Design ps2_host_tx_flat, sky130hd; sources not shown.
Figure 1. Track usage over the die.
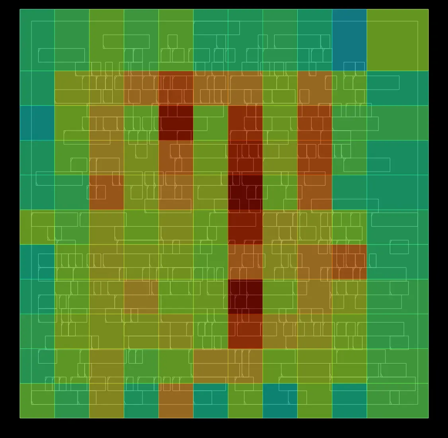
overall track demand over capacity in global routing: 20.7%
routed wire length per instance: 15.7 µm
Util after Layout: 53.4%

Figure 2. Layout detail.
Region (21, 37) to (61, 77) µm. Cells in gray, sequential cells in the stronger gray; small squares are vias.
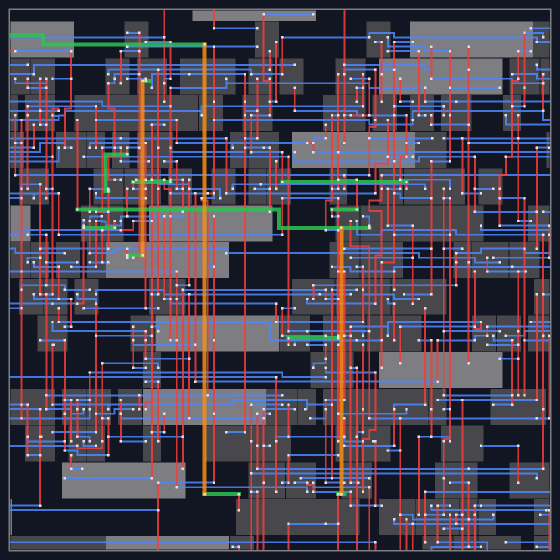
met1: drawn in blue. met4: drawn in orange. met2: drawn in red. met3: drawn in green.
Most frequent: a21oi_1 (12), dfrtp_1 (10). 110 logic cells have their middle in the window. Sequential cells in the window: 10.

Figure 3. Gate families picked out.
Scale: 6 px per µm.
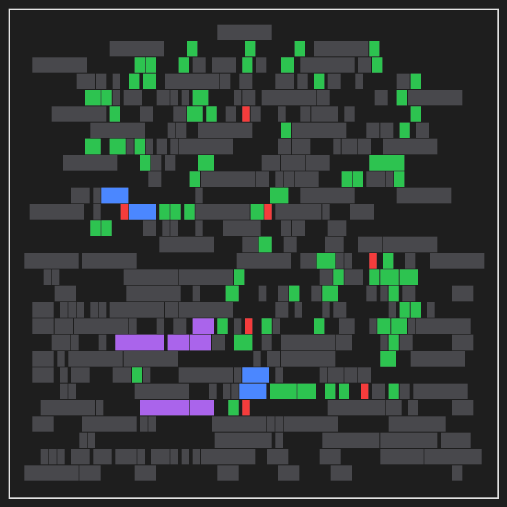
multiplexers: drawn in purple, cells 6, most used mux2i_1. adder and majority cells: drawn in blue, cells 4, most used ha_1. inverting AOI/OAI gates: drawn in green, cells 70, most used a21oi_1. inverters: drawn in red, cells 7, most used inv_1.
commonest non-fill, non-tap cell in the layout: sky130_fd_sc_hd__nand2_1
final std cells w/o fill: 395
combinational fraction of the cell area: 44.7%

Figure 4. The metal 2 layer.
Scale: 3 px per µm.
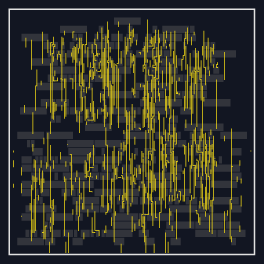
277 nets have wire on it. The layer holds 45% of the routed length. The layer carries 2780 µm of wire.
met2 layer usage reported by global route: 32.1%
total via count in the routed design: 2288
aggregate routed wire length: 6200 µm

Figure 5. Where the registers sit.
Scale: 6 px per µm. Other sequential cells in the stronger gray, the rest of the logic in the fainter gray.
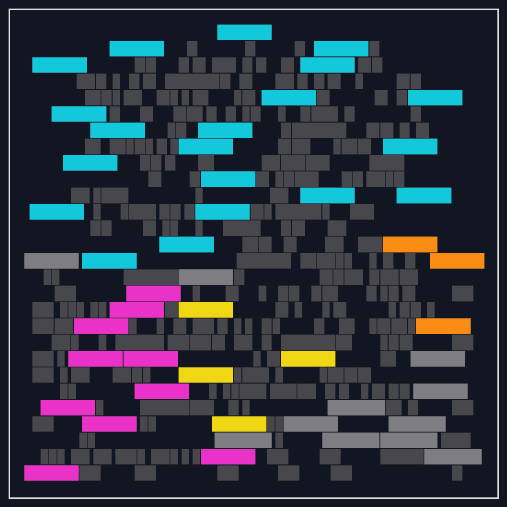
u_core/state: drawn in orange, placed flops 3. u_core/cyc_cnt: drawn in cyan, placed flops 20. u_core/frame: drawn in magenta, placed flops 10. u_core/bit_cnt: drawn in yellow, placed flops 4, where south.
Another 11 sequential cells are not colored.
power drawn by the sequential cells: 1.14 mW
fraction of standard cell area that is sequential: 38.7%

==> GITHUB_STEP_SUMMARY <==
### Flow metrics

| Metric | Value |
|---|---|
| Post-CTS Hold Fix Bufs | `0` |
| CP Cell Sequence | `buf_2 -> nor3_1 -> nand3_1 -> o21ai_2 -> buf_2 -> a21oi_1 -> nor2_1 -> nor2_1` |
| Number of buffers added by the clock tree synthesis step | `5` |
| Mux share | `3.22%` |
| Worst Hold Class | `primary input to asynchronous set/reset pin` |
| Maximum fanout along the worst path | `10` |
| Lkg Pwr | `1.28 nW` |
| Capturing element type of the critical path | `register` |
| Maximum number of pins on one net before global-route repair | `35` |
| Antenna violations before repair | `0` |
| Clock share of power | `20.1%` |
| X dimension of the die | `81.2 µm` |
| Clk sink count | `48` |
| Biggest combinational cell group after synthesis | `simple AND/OR/NAND/NOR gates` |
| Via count of the first global-routing pass | `2112` |
| N_taps | `75` |
| Final worst hold slack | `127 ps` |
| Cell Int Power | `1.89 mW` |
| Reg-to-reg slack, setup | `160 ps` |
| Simple-Gate Area Share | `25.4%` |
| Share of cells above drive strength 1 | `11.3%` |
| Max FFs per register | `20` |
| Vias per std cell | `5.79` |
| Critical setup path kind | `register to register` |
| Yosys xor share | `2.61%` |
| Result of the run | `completed` |
| Syn avg cell area | `9.16 µm²` |
| Wire length of the first global-routing pass | `10400 µm` |
| Area taken by flip-flops and latches | `1210 µm²` |
| Total of cells resized after clock tree synthesis | `0` |
| Register share after synthesis | `45.0%` |
| Area of the core | `5850 µm²` |
| Clock tree from TritonCTS | `built` |
| CP required | `2680 ps` |
| Largest voltage drop on the vdd net | `0.000660 V` |
| Most common reg cell | `sky130_fd_sc_hd__dfrtp_1` |
| Top power group | `combinational cells` |
| Power Clock | `0.647 mW` |
| Cells after synthesis | `293` |
| Slowest library cell on the worst path | `sky130_fd_sc_hd__dfrtp_1` |
| Combinational gate power | `1.44 mW` |
| Number of ports placed on the die boundary | `19` |
| Post-synthesis to final-layout area growth | `16.4%` |
| Count of non-CTS buffers in the layout | `31` |
| Clock network share of area | `4.52%` |
| Arrival time of data at the critical path endpoint | `2520 ps` |
| Placed cell areas | `2970 µm²` |
| Number of warnings in the stage logs | `28` |
| Switching power of the nets | `1.34 mW` |
| Max-slew violations | `0` |
| Maximum buffer depth of the clock tree | `2` |
| Cell type contributing the most total cell area after synthesis | `sky130_fd_sc_hd__dfrtp_1` |
| Area-dominant class | `logic gates` |
| Commonest cells after routing, fill and taps aside | `sky130_fd_sc_hd__nand2_1 (45), sky130_fd_sc_hd__dfrtp_1 (42), sky130_fd_sc_hd__a21oi_1 (29)` |
| Die span in y | `81.2 µm` |
| Cell with the most instances after synthesis | `sky130_fd_sc_hd__nand2_1` |
| Cell area after layout | `3130 µm²` |
| Area of the multi-input gates | `1400 µm²` |
| Proportion of synthesized flip-flops having asynchronous set or reset | `100%` |
| Count of non-CTS inverters in the layout | `7` |
| Final hold vios | `0` |
| Count of max-cap constraint violations | `0` |
| Number of design-rule violations left by the first detailed-router iteration | `115` |
| Setup violators final | `0` |
| Power density over cell area | `1030 nW/µm²` |
| Type of element launching the critical path | `register` |
| Shortest period the worst path allows | `2340 ps` |
| Final-stage net count | `336` |
| Buffers added on ports | `18` |
| Core Rows | `28` |
| Slew at the pin closest to its max-slew limit | `785 ps` |
| #MultiIn Comb | `226` |
| Init Core Util | `45.9%` |
| Final clock period utilization by the worst path | `93.6%` |
| Max incr delay on CP | `430 ps` |
| Total Die Area | `6600 µm²` |
| Flops & latches, synth | `48` |
| Count of sequential standard cells | `48` |
| Number of warnings printed during yosys synthesis | `6` |
| Post-route worst setup slack | `160 ps` |
| Fillers | `542` |
==> stage by stage <==
step | instances | power, mW | utilization, % | setup TNS, ps
after floorplan | 293 | 2.14 | - | 0
after global placement | 386 | 2.55 | 50.6 | -21730
after detailed placement | 387 | 2.56 | 50.8 | 0
after CTS | 395 | 3.22 | 53.3 | 0
after global routing | 395 | 3.47 | 53.4 | -7.80
final | 395 | 3.22 | 53.4 | 0
==> metal layers <==
layer,share of wire [%],GRT usage [%]
met1,51,29.4
met2,45,32.1
met3,3.4,4.00
met4,1.0,6.10
met5,0,0
==> critical path: cells and delay by family (launching register included) <==
| kind | cells | cell delay (ps) |
|---|---|---|
| DFF | 1 | 430 |
| and+or+nand+nor | 4 | 910 |
| buffers and inverters | 2 | 530 |
| AOI/OAI and AO/OA | 2 | 370 |
Power is estimated from default activity; no workload was simulated.
